run_1/route_heat.png
The die is cut into 18 by 11 equal tiles; dark blue is low, red is high, scaled to the fullest tile. Values are wire area over tile area, all layers added.
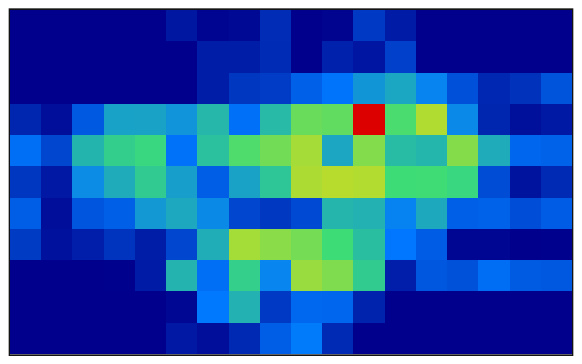
run_1/sizing.png
The bar under the picture is 20 um long.
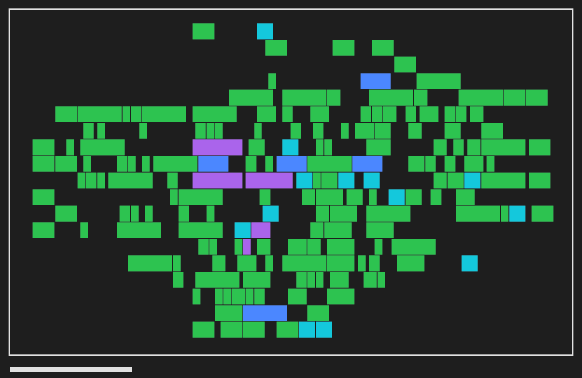
run_1/ff_map.png
The bar under the picture is 20 um long.
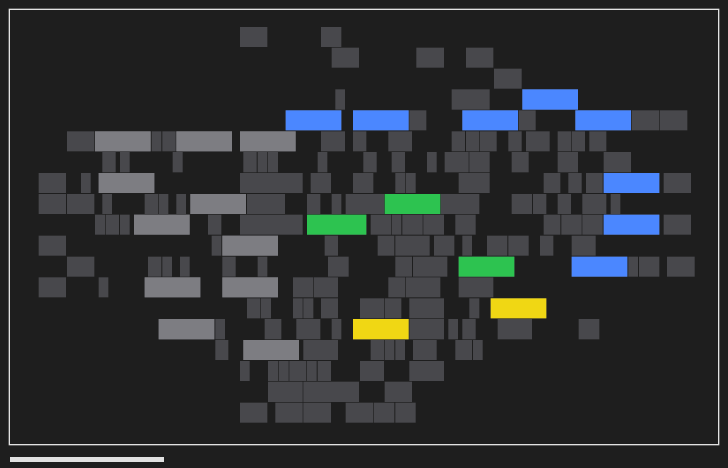
run_1/clock_wires.png
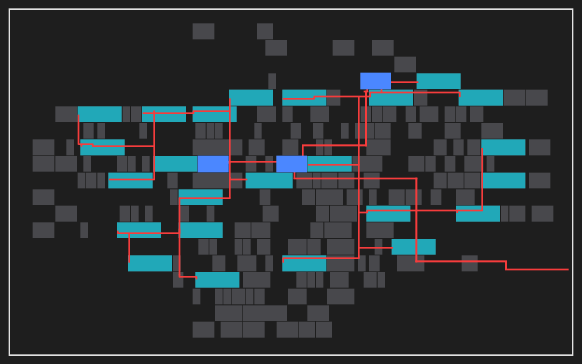
==> src/rtl/dff_scan_ctrl.sv <==
// -----------------------------------------------------------------------------
// dff_scan_ctrl
//   Sequencer for a serial chain of wrapped D flip-flop cells. Accepts shift,
//   capture+shift and capture-only requests over valid/ready, drives the chain
//   strobes for an exact number of cycles and gathers scan_out into a
//   parallel response word.
//
// Ports
//   clk, rst            clock shared with the chain; synchronous active-high reset
//   req_valid/req_ready request handshake (ready only while idle)
//   req_op              00 shift, 01 capture+shift, 10 capture only, 11 illegal
//   req_data            serial data to shift in, bit 0 first
//   rsp_valid/rsp_ready response handshake
//   rsp_data            bits shifted out, bit 0 = first sampled
//   rsp_err             request was illegal
//   cap_en/scan_en      chain parallel-capture strobe / shift enable
//   scan_in/scan_out    serial data to first cell / from last cell
//   busy                high in any state other than IDLE
// -----------------------------------------------------------------------------
module dff_scan_ctrl #(
    parameter int CHAIN_LEN = 8
) (
    input  logic                 clk,
    input  logic                 rst,
    input  logic                 req_valid,
    output logic                 req_ready,
    input  logic [1:0]           req_op,
    input  logic [CHAIN_LEN-1:0] req_data,
    output logic                 rsp_valid,
    input  logic                 rsp_ready,
    output logic [CHAIN_LEN-1:0] rsp_data,
    output logic                 rsp_err,
    output logic                 cap_en,
    output logic                 scan_en,
    output logic                 scan_in,
    input  logic                 scan_out,
    output logic                 busy
);

    localparam int CNT_W = $clog2(CHAIN_LEN);

    localparam logic [1:0] S_IDLE    = 2'd0;
    localparam logic [1:0] S_CAPTURE = 2'd1;
    localparam logic [1:0] S_SHIFT   = 2'd2;
    localparam logic [1:0] S_RESP    = 2'd3;

    localparam logic [1:0] OP_SHIFT   = 2'b00;
    localparam logic [1:0] OP_CAP_SH  = 2'b01;
    localparam logic [1:0] OP_ILLEGAL = 2'b11;

    localparam logic [CNT_W-1:0] CNT_LAST = CNT_W'(CHAIN_LEN - 1);

    logic [1:0]           r_state;
    logic [1:0]           r_op;
    logic [CHAIN_LEN-1:0] r_data;
    logic [CHAIN_LEN-1:0] r_rsp;
    logic                 r_err;
    logic [CNT_W-1:0]     r_cnt;

    logic                 w_shift;

    always_ff @(posedge clk) begin
        if (rst) begin
            r_state <= S_IDLE;
            r_op    <= 2'b00;
            r_data  <= '0;
            r_rsp   <= '0;
            r_err   <= 1'b0;
            r_cnt   <= '0;
        end else begin
            case (r_state)
                S_IDLE: begin
                    if (req_valid) begin
                        r_op   <= req_op;
                        r_data <= req_data;
                        r_rsp  <= '0;
                        r_cnt  <= '0;
                        case (req_op)
                            OP_SHIFT:   r_state <= S_SHIFT;
                            OP_ILLEGAL: begin
                                r_state <= S_RESP;
                                r_err   <= 1'b1;
                            end
                            default:    r_state <= S_CAPTURE;
                        endcase
                    end
                end
                S_CAPTURE: begin
                    r_state <= (r_op == OP_CAP_SH) ? S_SHIFT : S_RESP;
                end
                S_SHIFT: begin
                    // scan_out is the last cell's value during shift cycle k
                    r_rsp[r_cnt] <= scan_out;
                    if (r_cnt == CNT_LAST) begin
                        r_cnt   <= '0;
                        r_state <= S_RESP;
                    end else begin
                        r_cnt <= r_cnt + 1'b1;
                    end
                end
                default: begin // S_RESP
                    if (rsp_ready) begin
                        r_state <= S_IDLE;
                        r_err   <= 1'b0;
                    end
                end
            endcase
        end
    end

    // Every output is a pure decode of registers, so the chain sees no
    // combinational path from the request/response handshakes.
    assign w_shift   = (r_state == S_SHIFT);
    assign req_ready = (r_state == S_IDLE);
    assign busy      = (r_state != S_IDLE);
    assign cap_en    = (r_state == S_CAPTURE);
    assign scan_en   = w_shift;
    assign scan_in   = w_shift & r_data[r_cnt];
    assign rsp_valid = (r_state == S_RESP);
    assign rsp_data  = r_rsp;
    assign rsp_err   = r_err;

endmodule

==> config.mk <==
export PLATFORM = sky130hd
export DESIGN_NAME = dff_scan_ctrl
export DESIGN_NICKNAME = d
export VERILOG_FILES = /design/src/rtl/dff_scan_ctrl.sv
export SDC_FILE = /design/constraint.sdc
export NUM_CORES = 1
export LEC_CHECK = 0
export CAP_MARGIN = 20
export CORE_ASPECT_RATIO = 0.6
export CORE_MARGIN = 1.5
export CORE_UTILIZATION = 26
export CTS_CLUSTER_DIAMETER = 100
export DETAILED_ROUTE_END_ITERATION = 6
export HOLD_SLACK_MARGIN = 0.05
export PLACE_DENSITY = 0.59
export SYNTH_ARGS = -nofsm -noshare
export SYNTH_HDL_FRONTEND = slang
export SYNTH_SLANG_ARGS = --single-unit
==> constraint.sdc <==
create_clock -name clk -period 1.98 [get_ports clk]
set_input_delay 0.297 -clock clk [delete_from_list [all_inputs] [get_ports clk]]
set_output_delay 0.297 -clock clk [all_outputs]
set_load 0.05 [all_outputs]
==> flow_metrics.env, run 1 <==
# implementation run metrics
export IMPL_status="finished, final reports clean"
export IMPL_yosys_warnings=0
export IMPL_flop_area_um2=481.7
export IMPL_synthXorXnorAreaFrac=0
export IMPL_tightest_slew_ns=0.4908
export IMPL_cp_data_arrival_time_ns=1.53
export IMPL_final_cells=243
export IMPL_max_cap_viol_count=0
export IMPL_p_leak_uw=0.0006444
export IMPL_layout_top_cell="nand2_1"
export IMPL_ys_sh_aoi=0.1994
export IMPL_die_area_mm2=0.005216
export IMPL_grt_pass1_vias=968
export IMPL_ys_chip_area_mm2=0.001242
export IMPL_place_ws_ns=0.1830
export IMPL_r2r_start="r_state[0]"
export IMPL_io_buffer_count=29
export IMPL_synth_dominant_cell_count="nand2_1"
export IMPL_drt_first_pass_iters=4
export IMPL_crit_path_max_fanout=7
export IMPL_p_sw_uw=891.6
export IMPL_whs_ns=0.4562
export IMPL_adder_share=0.1007
export IMPL_mux_share=0.03625
export IMPL_hold_buffers=0
export IMPL_grt_overflow_total=0
export IMPL_synth_area_mm2=0.001242
export IMPL_synth_flops=24
export IMPL_clk_pin_slew_worst_paths_ns=0.08
export IMPL_internal_power_uw=1151
export IMPL_dpl_cell_count=239
export IMPL_post_cts_buffers=0
export IMPL_topCellsByArea="dfxtp_1 39%, ha_1 10%, nand2_1 8.2%"
export IMPL_path_class="reg2out"
export IMPL_crit_path_start="r_cnt[0]"
export IMPL_worst_setup_path_start_kind="register"
export IMPL_netlist_cell_type_count=29
Notes on route_heat.png above:
mean over tiles: 0.085
fullest tile: 0.45
tiles over half the peak: 11%
nearly empty tiles: 32%
densest ninth of the die: middle

Notes on sizing.png above:
[purple] x2 | cells: 5 | share: 2.8% | most used: mux4_2
[blue] x6 and larger | cells: 5 | share: 2.8% | most used: clkbuf_8
[green] x1 and smaller | cells: 157 | share: 87% | most used: nand2_1
[cyan] x3 and x4 | cells: 13 | share: 7.2% | most used: buf_4

Notes on ff_map.png above:
[yellow] `r_state` | flops: 2
[green] `r_cnt` | flops: 3
[blue] `rsp_data` | flops: 8 | where: top right
not coloured: 11

Notes on clock_wires.png above:
[blue] clock-net drivers | count: 3
[red] clock wires | length: 342 um
[cyan] flip-flops | count: 24
routed clock nets: 4

[run 1: area by class of cell]
type,instances,share of cell area
multi-input combinational,105,0.4065
sequential,24,0.2856
timing repair buffer,37,0.2062
tap,63,0.04674
clock buffer,4,0.03264
inverter,10,0.02226
[run 1: worst max-delay path: stages (launching register included)]
cell     delay [ns]
dfxtp_2        0.42
mux4_2         0.51
nand3_1        0.09
nand2_1        0.06
buf_4          0.18
[run 1: metal layers]
metal / GRT usage / part of all wire
met1: 0.1708 / 0.58
met2: 0.1450 / 0.36
met3: 0.04201 / 0.060
met4: 0.02637 / 0.0079
met5: 0 / 0
[run 1: state kept, by name (all words and copies together) (netlist names)]
name,cells
rsp_err,1
rsp_data,8
r_data,8
r_op,2
r_state,2
r_cnt,3
run_1/placed.png
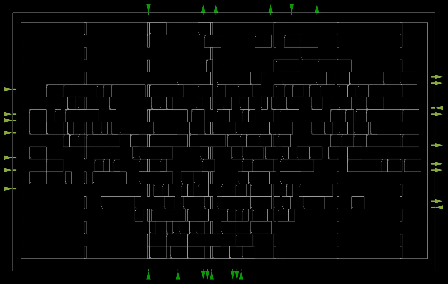

--- run 2 (diff from run 1) ---
--- a/config.mk
+++ b/config.mk
@@ -5,6 +5,7 @@
 export SDC_FILE = /design/constraint.sdc
 export NUM_CORES = 1
 export LEC_CHECK = 0
+export ABC_AREA = 1
 export CAP_MARGIN = 20
 export CORE_ASPECT_RATIO = 0.6
 export CORE_MARGIN = 1.5
run_2/placed.png
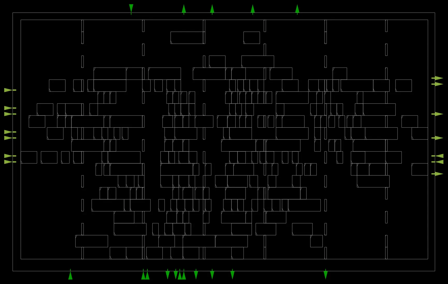
FF+latch count: 24
Final Core Density: 0.3565
Core Area: 0.005030 mm^2

==> flow_metrics.env, run 2 <==
# implementation run metrics
export IMPL_status="finished, final reports clean"
export IMPL_comb_area_frac=0.4082
export IMPL_routed_top_layer="met4"
export IMPL_tightest_slew_ns=0.4986
export IMPL_synth_dominant_cell_count="nand2_1"
export IMPL_drt_first_pass_iters=4
export IMPL_worstPathCellList="nand4_1 > nand2_1 > nor2_1 > a21oi_1 > buf_12"
export IMPL_path_class="reg2out"
export IMPL_ys_sh_aoi=0.1320
export IMPL_layout_top_cell="nand2_1"
export IMPL_area_dominant_class="multi-input combinational cells"
export IMPL_p_leak_uw=0.0007969
export IMPL_critical_path_slowest_cell="dfxtp_1"
export IMPL_n_clock_buffer=4
export IMPL_logic_gates=139
export IMPL_crit_path_max_fanout=12
export IMPL_path_depth=5
export IMPL_die_area_mm2=0.005633
export IMPL_inverters_excl_clock=28
export IMPL_yosys_warnings=0
export IMPL_met3_usage=0.03747
export IMPL_crit_path_start="r_cnt[0]"
export IMPL_cp_data_arrival_time_ns=1.58
run 2: cell count changes in the layout (fill, tap and decap cells not counted), moves of 11 or more:
cell     delta
nor2_1     +17
inv_1      +15
nand3_1    +11
nand2_1    +26
o21ai_0    +12
run 2: where the power goes:
group / total (uW) / switching, uW / internal [uW]
clock: 339 / 161 / 178
combinational: 1290 / 828 / 465
sequential: 665 / 90.6 / 574
run 2: stage by stage:
stage               utilization  setup WS, ns  hold WS, ns  total power [uW]  cells
global route             0.3565      0.001951       0.4860              2489    293
finish                   0.3565        0.1065       0.4552              2296    293
CTS                      0.3545       0.01393       0.4606              2314    293
detailed placement       0.3435        0.2326       0.4475              1969    289
floorplan                     -        0.1309       0.3594              1597    198
global placement         0.3435        0.2471       0.4397              1967    289
--- run 3 (diff from run 2) ---
--- a/config.mk
+++ b/config.mk
@@ -10,7 +10,7 @@
 export CORE_ASPECT_RATIO = 0.6
 export CORE_MARGIN = 1.5
 export CORE_UTILIZATION = 26
-export CTS_CLUSTER_DIAMETER = 100
+export CTS_CLUSTER_DIAMETER = 80
 export DETAILED_ROUTE_END_ITERATION = 6
 export HOLD_SLACK_MARGIN = 0.05
 export PLACE_DENSITY = 0.59
run_3/route_heat.png
The die is cut into 19 by 12 equal tiles; dark blue is low, red is high, scaled to the fullest tile. Values are wire area over tile area, all layers added.
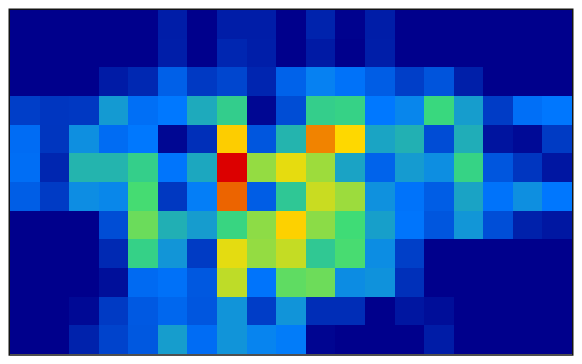
mean over tiles: 0.086
densest ninth of the die: middle
emptiest ninth of the die: bottom right

==> flow_metrics.env, run 3 <==
# implementation run metrics
export IMPL_critical_path_slowest_cell="dfxtp_1"
export IMPL_tightest_slew_ns=0.4986
export IMPL_fin_ws_ns=0.1065
export IMPL_final_cells=293
export IMPL_fin_util=0.3565
export IMPL_logic_gates=139
export IMPL_p_comb_frac=0.563
export IMPL_seq_cell_power_uw=665
export IMPL_drt_first_pass_iters=4
export IMPL_ys_chip_area_mm2=0.001346
export IMPL_comb_area_frac=0.4082
export IMPL_hold_buffers=0
export IMPL_status="finished, final reports clean"
export IMPL_die_area_mm2=0.005633
export IMPL_layout_top_cell="nand2_1"
export IMPL_netSwitchingFraction=0.4701
export IMPL_worstPathCellList="nand4_1 > nand2_1 > nor2_1 > a21oi_1 > buf_12"
export IMPL_routed_top_layer="met4"
export IMPL_signal_buffers=32
export IMPL_cpPeakStageDelay_ns=0.58
export IMPL_synth_dominant_cell_count="nand2_1"
export IMPL_largestPowerGroup="combinational logic"
export IMPL_inverters_excl_clock=28
export IMPL_final_clk_cell_share=0.03070
export IMPL_p_sw_uw=1079
export IMPL_core_mm2=0.005030
export IMPL_max_cap_viol_count=0
export IMPL_yosys_warnings=0
export IMPL_post_cts_buffers=0
export IMPL_sequentialPowerShare=0.289
export IMPL_grt_use_met1=0.1814
export IMPL_powerClk_uw=339
export IMPL_place_ws_ns=0.2326
export IMPL_n_clock_buffer=4
## run 3: cell counts in the layout (fill, tap and decap cells not counted)
Identical to the previous run, type by type.
## run 3: worst paths after layout
check             start     endpoint  slack [ns]  cells past startpoint
max reg2reg  r_state[0]  rsp_data[2]        0.24                      9
max            r_cnt[0]      scan_in        0.11                      5
min reg2reg     rsp_err      rsp_err        0.46                      2
min             rsp_err      rsp_err        0.46                      2
## run 3: logic make-up (layout without fill, tap and decap cells)
kind of cell | Yosys count | after routing | share of synthesized area
AND-OR/OR-AND | 32 | 32 | 0.1320
flip-flops | 24 | 24 | 0.3569
adder cells (fa/ha/maj) | 10 | 10 | 0.09294
buffers and inverters | 35 | 64 | 0.1069
AND/OR/NAND/NOR | 97 | 97 | 0.3113
No activity file was given, so power comes from the tool's default toggle rates.
